==> src/rtl/pipeline_controller_pkg.sv <==
// ---------------------------------------------------------------------------
// Shared types for the pipeline controller.
//   BasicTypes    : default widths and the memory-timeout threshold.
//   PipelineTypes : controller FSM state, the stall/flush/PC-enable bundle
//                   and the fixed control patterns the controller selects from.
// No ports; imported by pipeline_controller.
// ---------------------------------------------------------------------------
package BasicTypes;
    localparam int REG_ADDR_WIDTH_DEFAULT = 5;
    localparam int CNT_WIDTH_DEFAULT      = 32;
    localparam int MEM_TIMEOUT_DEFAULT    = 255;
endpackage

package PipelineTypes;
    typedef enum logic [1:0] {
        RUN    = 2'd0,
        DRAIN  = 2'd1,
        HALTED = 2'd2
    } ControllerState;

    // Instructions still ahead of the halt that must retire before stopping.
    localparam int         DRAIN_CNT_WIDTH = 2;
    localparam logic [1:0] DRAIN_CYCLES    = 2'd2;

    typedef struct packed {
        logic stallF;
        logic stallD;
        logic stallE;
        logic stallM;
        logic flushD;
        logic flushE;
        logic pcWriteEnable;
    } PipelineCtrl;

    // Free-running pipe: everything advances, PC updates.
    localparam PipelineCtrl CTRL_FREE = '{stallF: 1'b0, stallD: 1'b0, stallE: 1'b0,
        stallM: 1'b0, flushD: 1'b0, flushE: 1'b0, pcWriteEnable: 1'b1};
    // Whole pipe frozen (memory wait or halted core).
    localparam PipelineCtrl CTRL_HOLD_ALL = '{stallF: 1'b1, stallD: 1'b1, stallE: 1'b1,
        stallM: 1'b1, flushD: 1'b0, flushE: 1'b0, pcWriteEnable: 1'b0};
    // Front end held, bubble injected into Execute.
    localparam PipelineCtrl CTRL_BUBBLE = '{stallF: 1'b1, stallD: 1'b1, stallE: 1'b0,
        stallM: 1'b0, flushD: 1'b0, flushE: 1'b1, pcWriteEnable: 1'b0};
    // Mispredict: squash Decode and Execute, let PC take the redirect target.
    localparam PipelineCtrl CTRL_REDIRECT = '{stallF: 1'b0, stallD: 1'b0, stallE: 1'b0,
        stallM: 1'b0, flushD: 1'b1, flushE: 1'b1, pcWriteEnable: 1'b1};
endpackage

==> src/rtl/pipeline_controller_load_use_detector.sv <==
// ---------------------------------------------------------------------------
// load_use_detector: flags a load in Execute whose destination is read by the
// instruction currently in Decode. Purely combinational.
// Ports:
//   dec_rs1_addr/dec_rs2_addr  in  Decode source register addresses
//   dec_rs1_used/dec_rs2_used  in  source actually read
//   ex_is_load, ex_rd_write    in  Execute instruction is a load writing rd
//   ex_rd_addr                 in  Execute destination register
//   load_use                   out hazard present this cycle
// ---------------------------------------------------------------------------
module load_use_detector #(
    parameter int REG_ADDR_WIDTH = 5
) (
    input  logic [REG_ADDR_WIDTH-1:0] dec_rs1_addr,
    input  logic [REG_ADDR_WIDTH-1:0] dec_rs2_addr,
    input  logic                      dec_rs1_used,
    input  logic                      dec_rs2_used,
    input  logic                      ex_is_load,
    input  logic                      ex_rd_write,
    input  logic [REG_ADDR_WIDTH-1:0] ex_rd_addr,
    output logic                      load_use
);

    logic rd_live;
    logic rs1_match;
    logic rs2_match;

    // Register 0 is hardwired, so a load targeting it never creates a hazard.
    assign rd_live   = ex_is_load & ex_rd_write & (ex_rd_addr != '0);
    assign rs1_match = dec_rs1_used & (dec_rs1_addr == ex_rd_addr);
    assign rs2_match = dec_rs2_used & (dec_rs2_addr == ex_rd_addr);
    assign load_use  = rd_live & (rs1_match | rs2_match);

endmodule

==> src/rtl/pipeline_controller.sv <==
// ---------------------------------------------------------------------------
// pipeline_controller: hazard/stall/flush control for a 5-stage pipeline,
// with halt draining, memory-timeout detection and performance counters.
// Ports:
//   clk, rstn                    clock (rising edge), async active-low reset
//   decRs1Addr/decRs2Addr        Decode source registers
//   decRs1Used/decRs2Used        Decode source actually read
//   exIsLoad, exRdWrite, exRdAddr Execute load / destination info
//   exBranchMiss, exIsHalt       Execute misprediction / halt
//   memBusy                      data memory not ready
//   stallF/D/E/M, flushD/E       per-stage hold / bubble (combinational)
//   pcWriteEnable                PC may update (combinational)
//   halted                       core stopped (registered)
//   memTimeout                   sticky memory-timeout error
//   stallCycles, flushCount      saturating performance counters
// ---------------------------------------------------------------------------
module pipeline_controller
    import BasicTypes::*;
    import PipelineTypes::*;
#(
    parameter int REG_ADDR_WIDTH = REG_ADDR_WIDTH_DEFAULT,
    parameter int CNT_WIDTH      = CNT_WIDTH_DEFAULT,
    parameter int MEM_TIMEOUT    = MEM_TIMEOUT_DEFAULT
) (
    input  logic                      clk,
    input  logic                      rstn,
    input  logic [REG_ADDR_WIDTH-1:0] decRs1Addr,
    input  logic [REG_ADDR_WIDTH-1:0] decRs2Addr,
    input  logic                      decRs1Used,
    input  logic                      decRs2Used,
    input  logic                      exIsLoad,
    input  logic                      exRdWrite,
    input  logic [REG_ADDR_WIDTH-1:0] exRdAddr,
    input  logic                      exBranchMiss,
    input  logic                      exIsHalt,
    input  logic                      memBusy,
    output logic                      stallF,
    output logic                      stallD,
    output logic                      stallE,
    output logic                      stallM,
    output logic                      flushD,
    output logic                      flushE,
    output logic                      pcWriteEnable,
    output logic                      halted,
    output logic                      memTimeout,
    output logic [CNT_WIDTH-1:0]      stallCycles,
    output logic [CNT_WIDTH-1:0]      flushCount
);

    localparam int WAIT_WIDTH = (MEM_TIMEOUT < 2) ? 1 : $clog2(MEM_TIMEOUT + 1);
    localparam logic [WAIT_WIDTH-1:0] WAIT_LIMIT = WAIT_WIDTH'(MEM_TIMEOUT);
    localparam logic [CNT_WIDTH-1:0]  CNT_MAX    = '1;

    ControllerState              state;
    logic [DRAIN_CNT_WIDTH-1:0]  drain_cnt;
    logic [WAIT_WIDTH-1:0]       mem_wait_cnt;
    logic [WAIT_WIDTH-1:0]       mem_wait_next;
    logic                        load_use;
    PipelineCtrl                 ctrl;

    function automatic logic [CNT_WIDTH-1:0] sat_inc(input logic [CNT_WIDTH-1:0] value);
        return (value == CNT_MAX) ? value : value + CNT_WIDTH'(1);
    endfunction

    load_use_detector #(
        .REG_ADDR_WIDTH(REG_ADDR_WIDTH)
    ) u_load_use (
        .dec_rs1_addr(decRs1Addr),
        .dec_rs2_addr(decRs2Addr),
        .dec_rs1_used(decRs1Used),
        .dec_rs2_used(decRs2Used),
        .ex_is_load  (exIsLoad),
        .ex_rd_write (exRdWrite),
        .ex_rd_addr  (exRdAddr),
        .load_use    (load_use)
    );

    // Stall/flush selection; priority memBusy > exBranchMiss > exIsHalt > load-use.
    always_comb begin
        ctrl = CTRL_FREE;
        unique case (state)
            RUN: begin
                if (memBusy)                 ctrl = CTRL_HOLD_ALL;
                else if (exBranchMiss)       ctrl = CTRL_REDIRECT;
                else if (exIsHalt)           ctrl = CTRL_BUBBLE;
                else if (load_use)           ctrl = CTRL_BUBBLE;
                else                         ctrl = CTRL_FREE;
            end
            DRAIN: begin
                // Older instructions keep retiring; a memory wait freezes them too.
                ctrl        = CTRL_BUBBLE;
                ctrl.stallE = memBusy;
                ctrl.stallM = memBusy;
            end
            HALTED:  ctrl = CTRL_HOLD_ALL;
            default: ctrl = CTRL_FREE;
        endcase
    end

    assign stallF        = ctrl.stallF;
    assign stallD        = ctrl.stallD;
    assign stallE        = ctrl.stallE;
    assign stallM        = ctrl.stallM;
    assign flushD        = ctrl.flushD;
    assign flushE        = ctrl.flushE;
    assign pcWriteEnable = ctrl.pcWriteEnable;

    // Consecutive-busy run length, saturating at the timeout threshold.
    always_comb begin
        mem_wait_next = '0;
        if (memBusy) begin
            mem_wait_next = (mem_wait_cnt == WAIT_LIMIT) ? mem_wait_cnt
                                                          : mem_wait_cnt + WAIT_WIDTH'(1);
        end
    end

    always_ff @(posedge clk or negedge rstn) begin
        if (!rstn) begin
            state        <= RUN;
            drain_cnt    <= '0;
            mem_wait_cnt <= '0;
            stallCycles  <= '0;
            flushCount   <= '0;
            halted       <= 1'b0;
            memTimeout   <= 1'b0;
        end else begin
            mem_wait_cnt <= mem_wait_next;
            if (memBusy && (mem_wait_next == WAIT_LIMIT)) memTimeout <= 1'b1;

            if (ctrl.stallF && (state != HALTED)) stallCycles <= sat_inc(stallCycles);
            if (ctrl.flushD)                      flushCount  <= sat_inc(flushCount);

            unique case (state)
                RUN: begin
                    if (!memBusy && !exBranchMiss && exIsHalt) begin
                        state     <= DRAIN;
                        drain_cnt <= DRAIN_CYCLES;
                    end
                end
                DRAIN: begin
                    // Leave on the cycle the last draining instruction retires,
                    // so halted is visible the cycle the counter would read 0.
                    if (!memBusy) begin
                        if (drain_cnt <= DRAIN_CNT_WIDTH'(1)) begin
                            state     <= HALTED;
                            drain_cnt <= '0;
                            halted    <= 1'b1;
                        end else begin
                            drain_cnt <= drain_cnt - DRAIN_CNT_WIDTH'(1);
                        end
                    end
                end
                HALTED:  halted <= 1'b1;
                default: state  <= RUN;
            endcase
        end
    end

endmodule

==> config.mk <==
export PLATFORM = sky130hd
export DESIGN_NAME = pipeline_controller
export DESIGN_NICKNAME = d
export VERILOG_FILES = /design/src/rtl/pipeline_controller_pkg.sv /design/src/rtl/pipeline_controller_load_use_detector.sv /design/src/rtl/pipeline_controller.sv
export SDC_FILE = /design/constraint.sdc
export NUM_CORES = 1
export LEC_CHECK = 0
export ABC_AREA = 1
export CAP_MARGIN = 15
export CELL_PAD_IN_SITES_DETAIL_PLACEMENT = 0
export CELL_PAD_IN_SITES_GLOBAL_PLACEMENT = 1
export CORE_MARGIN = 1.5
export CORE_UTILIZATION = 30
export CTS_BUF_LIST = sky130_fd_sc_hd__clkbuf_16
export DETAILED_ROUTE_END_ITERATION = 12
export PLACE_DENSITY = 0.71
export SETUP_SLACK_MARGIN = 0.02
export SLEW_MARGIN = 10
export SYNTH_ARGS = -nofsm -noshare
export SYNTH_HDL_FRONTEND = slang
export SYNTH_SLANG_ARGS = --single-unit
==> constraint.sdc <==
create_clock -name clk -period 3.3 [get_ports clk]
set_input_delay 0.99 -clock clk [delete_from_list [all_inputs] [get_ports clk]]
set_output_delay 0.99 -clock clk [all_outputs]
set_load 0.005 [all_outputs]
==> reports/results.tsv, run 1 <==
stage	metric	value	unit
global_route	total gr overflow	0	
synthesis	yosys synthesis warning count	0	
critical_path	kind of cell adding the most delay to the critical path	buffers and inverters	
pwr	Switch Pwr	0.00131	W
min_path	Hold Path Depth	2	
pwr	power share of the combinational group	36.2	%
finish	Top Registers	flushCount x32, stallCycles x32, mem_wait_cnt x8	
timing	endpoints failing setup	0	
synthesis	flip-flops with a built-in enable	0	
pwr	Logic power comb	0.00123	W
pwr	Peak VDD IR	0.330	mV
die	n_taps	220	
clocking	CTS buffer count	9	
global_route	GR Util met2	25.8	%
synthesis	Post-Syn Area per Cell	7.60	sq um
critical_path	crit path from	memBusy	
finish	Antenna Cells	0	
routing	drt drc	0	
synthesis	top post-synthesis cells by count	166 x nand2_1, 93 x inv_1, 78 x dfrtp_1	
critical_path	Worst Setup EP	flushD	
critical_path	critical path type	input port to output port	
place	hpwl dp	9720	um
global_route	vias in the first global route	4550	
finish	Comb area share	39.5	%
place	dpl ws	-0.702	ns
synthesis	XOR Share, Synth	8.24	%
status	status	finished, final reports clean	
routing	detailed-route via count	4644	
critical_path	worst endpoint required time	2.31	ns
min_path	hold path start	halted$_DFFE_PN0P_	
critical_path	Worst setup SP type	input port	
synthesis	aoi share	2.85	%
global_route	initial antenna violation count	0	
pwr	P_leak	3.08	nW
synthesis	Chip Area, Yosys	5000	sq um
finish	Finished Cell Area	6490	sq um
timing	final worst path period share	95.9	%
synthesis	Unique cell types	36	
synthesis	Cell Area, Synth	5000	sq um
critical_path	slowest CP cell	clkdlybuf4s50_1	
synthesis	post-synthesis simple-gate area fraction	37.7	%
synthesis	ys flop type	dfrtp_1	
finish	Clock buf/inv share	4.72	%
critical_path	crit path DAT	2.17	ns
critical_path	Worst setup EP type	output port	
place	Post-DP Area	6220	sq um
synthesis	Seq cells post-synth	78	
finish	nets	797	
critical_path	worst-path maximum fanout	4	
global_route	first-pass GRT wire length	22400	um
die	std cell rows	47	
finish	FILL cells	1701	
min_path	WHS Endpoint	halted$_DFFE_PN0P_	
finish	Area Overhead vs Synth	29.9	%
finish	inverter count	102	
critical_path	reg-to-reg setup timing slack	0.99	ns
synthesis	Mapped Cells	658	
clocking	post-CTS sizing	71	
pwr	PD cells	523	nW/um^2
routing	Vias/cell	4.69	
pwr	Flop pwr share	33.4	%
clocking	H-tree Lvls	3	
die	chip area	17400	sq um
global_route	met3 Use GR	4.15	%
finish	Register Area	1950	sq um
pwr	Tot Pwr	0.00340	W
synthesis	Adder Share, Synth	1.75	%
die	# IOs	97	
timing	endpoints failing hold	0	
finish	non-clk buf share	15.6	%
pwr	Seq power	0.00114	W
die	Chip Width	132	um
routing	WL per Instance	13.5	um
synthesis	Multiplexer share	0	%
routing	first drt pass iteration count	4	
die	fp_density	30.5	%
finish	Finished Layout Cells	991	
timing	minimum clock period	3.16	ns
synthesis	Post-Syn Nets	689	
routing	Top Metal Used	met4	
timing	max-slew violations	0	
finish	share of layout cells above drive strength 1	14.8	%
finish	Logic area	2560	sq um
timing	f_max	0.316	GHz
global_route	largest net degree at the start of global routing	79	
clocking	# clock sinks	78	
pwr	P_int	0.00209	W
place	# port buffers	96	
place	RePlAce Congestion	0.836	
routing	Routed WL	13400	um
routing	Routed Antenna Nets	0	
synthesis	Yosys top cell by area	dfrtp_1	
finish	clock buffer count	9	
routing	routed wl met2	6430	um
finish	Finished Core Util	39.6	%
clocking	TritonCTS clock tree	yes	
synthesis	Synth Seq Share	39.0	%
finish	most common logic cells in the final layout	160 x nand2_1, 86 x inv_1, 78 x dfrtp_1	
routing	DRT iter0 DRCs	282	
global_route	GR Layer Usage met1	20.9	%
critical_path	CP Cell Sequence	dlygate4sd2_1 > nor4_4 > buf_4 > clkdlybuf4s50_1	
timing	Slew @ Worst Pin	1.02	ns
finish	Seq/total area	30.1	%
die	Die H	132	um
critical_path	Reg2Reg Depth	13	
die	Core ar.	16400	sq um
synthesis	top cells by area	dfrtp_1 39%, nand2_1 12%, nand4_1 8.4%	
critical_path	Reg-to-Reg Start	stallCycles[0]$_DFFE_PN0P_	
critical_path	largest stage delay on the critical path	0.50	ns
timing	RSZ-0062 raised after global routing	true	
pwr	clock network power share	30.4	%
min_path	Hold Crit Class	flip-flop to flip-flop	
timing	Max-slew headroom	32.2	%
timing	Setup TNS	0	ns
==> run_1/drive_strength.png <==
Scale bar: 50 um.
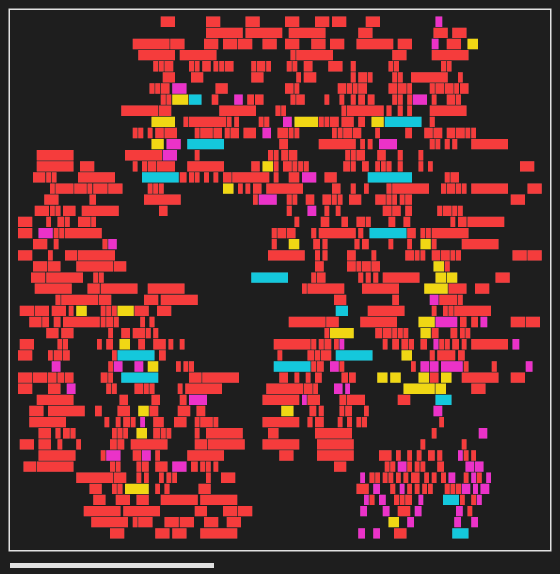
Key: cyan = drive 6 and up [cells 15, share 1.9%, most used clkbuf_16]; magenta = drive 2 [cells 66, share 8.6%]; yellow = drive 3 to 4 [cells 33, share 4.3%, most used buf_4]; red = drive 1 or less [cells 657, share 85%, most used nand2_1]

==> run_1/met2.png <==
Scale bar: 50 um. Cells faint in the background.
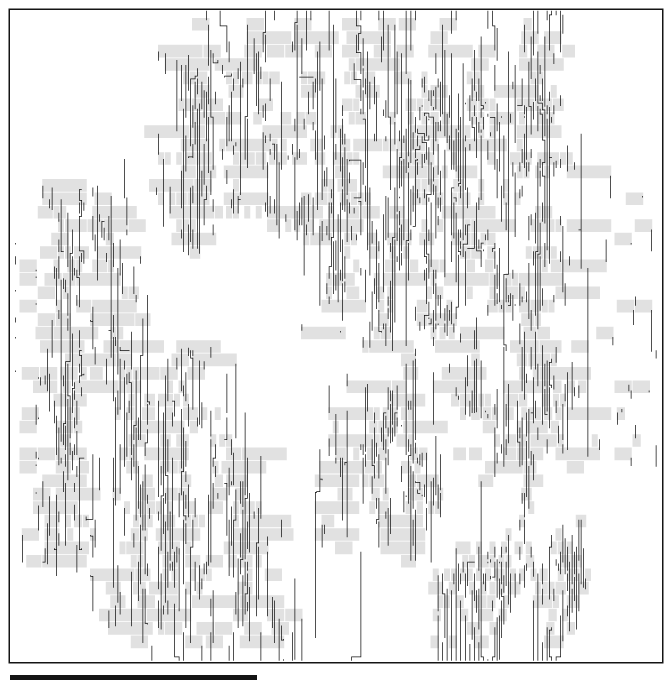
633 nets have wire on it. The longest straight run is 45.0 um. The layer carries 6,430 um of wire. The wires run mostly vertical.

==> run_1/met1.png <==
Scale bar: 50 um. Supply wires on this layer in gray. Cells faint in the background.
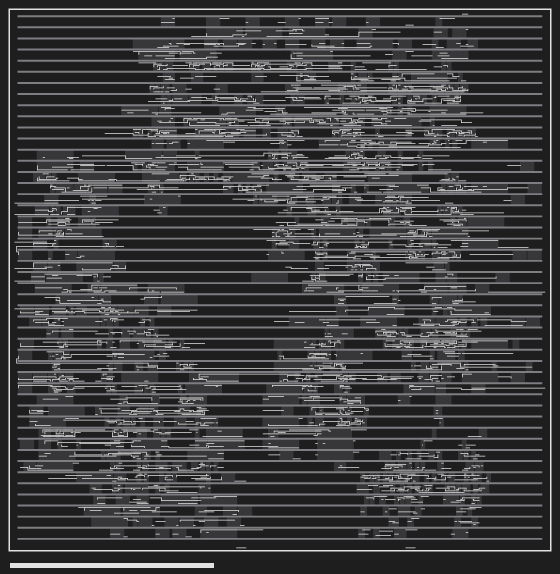
The layer holds 46% of the routed length. 733 nets have wire on it. The layer carries 6,190 um of wire. The longest straight run is 49.7 um.

==> inputs of run 2 (changes only) <==
Settings changed: GPL_ROUTABILITY_DRIVEN set to 0.
==> run 2 against run 1 <==
Against the previous run:
- via count unchanged
- global-route usage unchanged
- highest routed layer unchanged
- design area unchanged
- core utilization unchanged
- largest cell class unchanged
==> reports/results.tsv, run 2 <==
stage	metric	value	unit	change
routing	Vias/cell	4.69		unchanged
place	Post-DP Area	6220	sq um	unchanged
global_route	largest net degree at the start of global routing	79		unchanged
pwr	power share of the combinational group	36.2	%	about the same
global_route	GR Layer Usage met1	20.9	%	unchanged
finish	number of signal-net buffers in the layout	115		
die	Core ar.	16400	sq um	unchanged
synthesis	most frequent cell after synthesis	nand2_1		
synthesis	Yosys top cell by area	dfrtp_1		
timing	endpoints failing setup	0		unchanged
clocking	CTS buffer count	9		unchanged
critical_path	largest stage delay on the critical path	0.50	ns	about the same
synthesis	top cells by area	dfrtp_1 39%, nand2_1 12%, nand4_1 8.4%		
place	dpl ws	-0.702	ns	unchanged
clocking	H-tree Lvls	3		unchanged
pwr	PD cells	523	nW/um^2	unchanged
clocking	number of setup buffers added after CTS	1		
status	status	finished, final reports clean		
routing	detailed-route via count	4644		unchanged
die	# IOs	97		unchanged
synthesis	XOR Share, Synth	8.24	%	unchanged
critical_path	Worst setup SP type	input port		
routing	Top Metal Used	met4		
clocking	Bufs on Longest Clock Path	2		
finish	Area Overhead vs Synth	29.9	%	unchanged
routing	Routed Antenna Nets	0		unchanged
critical_path	slowest CP cell	clkdlybuf4s50_1		
timing	Slew @ Worst Pin	1.02	ns	unchanged
timing	final worst path period share	95.9	%	unchanged
finish	share of layout cells above drive strength 1	14.8	%	unchanged
synthesis	Cell Area, Synth	5000	sq um	unchanged
synthesis	Yosys Instances	658		
clocking	TritonCTS clock tree	yes		
timing	RSZ-0062 raised after global routing	true		
finish	Comb area share	39.5	%	unchanged
place	# port buffers	96		unchanged
clocking	post-CTS sizing	71		unchanged
finish	Register Area	1950	sq um	unchanged
routing	drt drc	0		unchanged
die	n_taps	220		unchanged
finish	combinational gates	460		
pwr	Peak VDD IR	0.330	mV	unchanged
die	std cell rows	47		unchanged
timing	Max-slew headroom	32.2	%	unchanged
critical_path	worst endpoint required time	2.31	ns	about the same
pwr	Tot Pwr	0.00340	W	unchanged
critical_path	Crit path depth	4		
timing	max-slew violations	0		unchanged
pwr	P_leak	3.08	nW	unchanged
pwr	P_int	0.00209	W	unchanged
place	hpwl dp	9720	um	unchanged
routing	first drt pass iteration count	4		unchanged
critical_path	Reg2Reg Depth	13		unchanged
synthesis	Post-Syn Nets	689		unchanged
critical_path	Reg-to-Reg Start	stallCycles[0]$_DFFE_PN0P_		
synthesis	Chip Area, Yosys	5000	sq um	unchanged
synthesis	post-synthesis simple-gate area fraction	37.7	%	unchanged
synthesis	Multiplexer share	0	%	unchanged
min_path	Hold Path Depth	2		unchanged
timing	Setup TNS	0	ns	unchanged
pwr	Flop pwr share	33.4	%	about the same
finish	Logic area	2560	sq um	unchanged
pwr	Switch Pwr	0.00131	W	unchanged
timing	Final WS setup	0.136	ns	
global_route	first-pass GRT wire length	22400	um	unchanged
global_route	initial antenna violation count	0		unchanged
finish	Finished Layout Cells	991		unchanged
pwr	dominant power group	combinational logic		
routing	Routed WL	13400	um	unchanged
critical_path	crit path DAT	2.17	ns	about the same
critical_path	reg-to-reg setup timing slack	0.99	ns	about the same
global_route	vias in the first global route	4550		unchanged
routing	met3 WL	682	um	
pwr	Logic power comb	0.00123	W	about the same
finish	clock buffer count	9		unchanged
critical_path	kind of cell adding the most delay to the critical path	buffers and inverters		
finish	Commonest Layout Cell	nand2_1		
die	Chip Width	132	um	unchanged
synthesis	ys flop type	dfrtp_1		
finish	most common logic cells in the final layout	160 x nand2_1, 86 x inv_1, 78 x dfrtp_1		
finish	nets	797		unchanged
die	Die H	132	um	unchanged
pwr	Seq power	0.00114	W	about the same
finish	Finished Cell Area	6490	sq um	unchanged
min_path	hold path start	halted$_DFFE_PN0P_		
synthesis	Mapped Cells	658		unchanged
die	chip area	17400	sq um	unchanged
clocking	# clock sinks	78		unchanged
finish	non-clk buf share	15.6	%	unchanged
critical_path	critical path type	input port to output port		
finish	FILL cells	1701		unchanged
timing	minimum clock period	3.16	ns	unchanged
finish	Finished Core Util	39.6	%	unchanged
synthesis	Synth Seq Share	39.0	%	unchanged
synthesis	Adder Share, Synth	1.75	%	unchanged
timing	endpoints failing hold	0		unchanged
finish	Antenna Cells	0		unchanged
synthesis	flip-flops with a built-in enable	0		unchanged
routing	routed wl met2	6430	um	unchanged
critical_path	worst-path maximum fanout	4		unchanged
timing	Layout Skew	0.00976	ns	
finish	Clock buf/inv share	4.72	%	unchanged
synthesis	Post-Syn Area per Cell	7.60	sq um	unchanged
finish	Top Registers	flushCount x32, stallCycles x32, mem_wait_cnt x8		
synthesis	Seq cells post-synth	78		unchanged
synthesis	yosys synthesis warning count	0		unchanged
routing	DRT iter0 DRCs	282		unchanged
critical_path	crit path from	memBusy		
pwr	switch share	38.5	%	
critical_path	Worst Setup EP	flushD		
synthesis	Unique cell types	36		unchanged
critical_path	Worst setup EP type	output port		
job	tool warnings	31		
pwr	clock network power share	30.4	%	about the same
timing	f_max	0.316	GHz	unchanged
global_route	total gr overflow	0		unchanged
min_path	Hold Crit Class	flip-flop to flip-flop		
finish	Seq/total area	30.1	%	unchanged
synthesis	aoi share	2.85	%	unchanged
min_path	WHS Endpoint	halted$_DFFE_PN0P_		
synthesis	top post-synthesis cells by count	166 x nand2_1, 93 x inv_1, 78 x dfrtp_1		
finish	inverter count	102		unchanged
critical_path	sum of buffers and inverters on the critical path	3		
routing	WL per Instance	13.5	um	unchanged
critical_path	CP Cell Sequence	dlygate4sd2_1 > nor4_4 > buf_4 > clkdlybuf4s50_1		
die	fp_density	30.5	%	unchanged
==> run_2/zoom.png <==
Scale bar: 10 um. Region (46, 20) to (86, 60) um. Cells in gray, sequential cells in the stronger gray; small squares are vias.
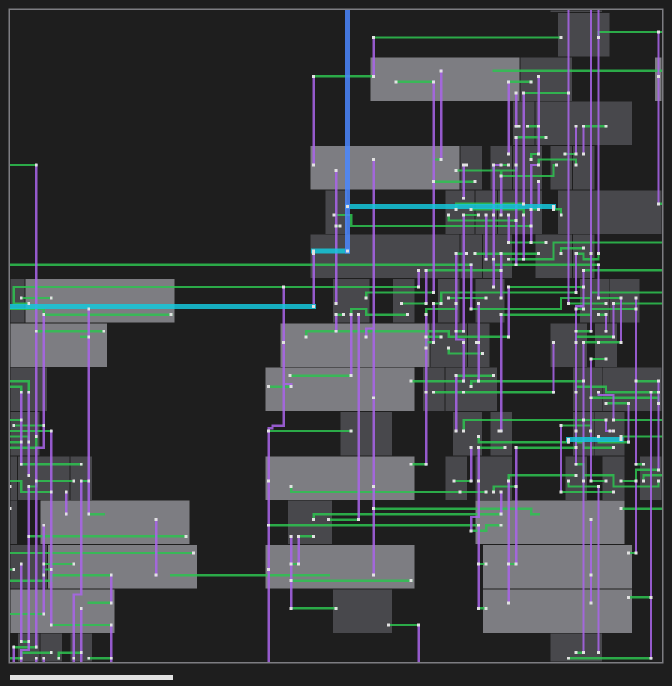
Key: green = met1; purple = met2; cyan = met3; blue = met4
Netlist names of flops here include mem_wait_cnt (8), flushCount (5). 68 logic cells have their middle in the window. Most frequent: dfrtp_1 (14), inv_1 (9). Sequential cells in the window: 14.

==> run_2/final_congestion.png <==
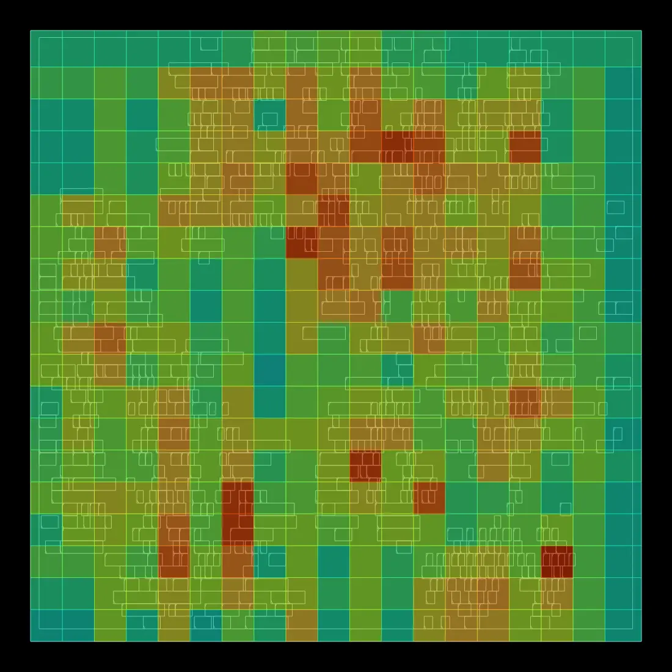
GR Util All Layers: 15.8%
GR Util met2: 25.8%
busiest grt layer: met2
met3 Use GR: 4.15%

Power figures rest on the tool's default switching activity, not on a simulated workload.
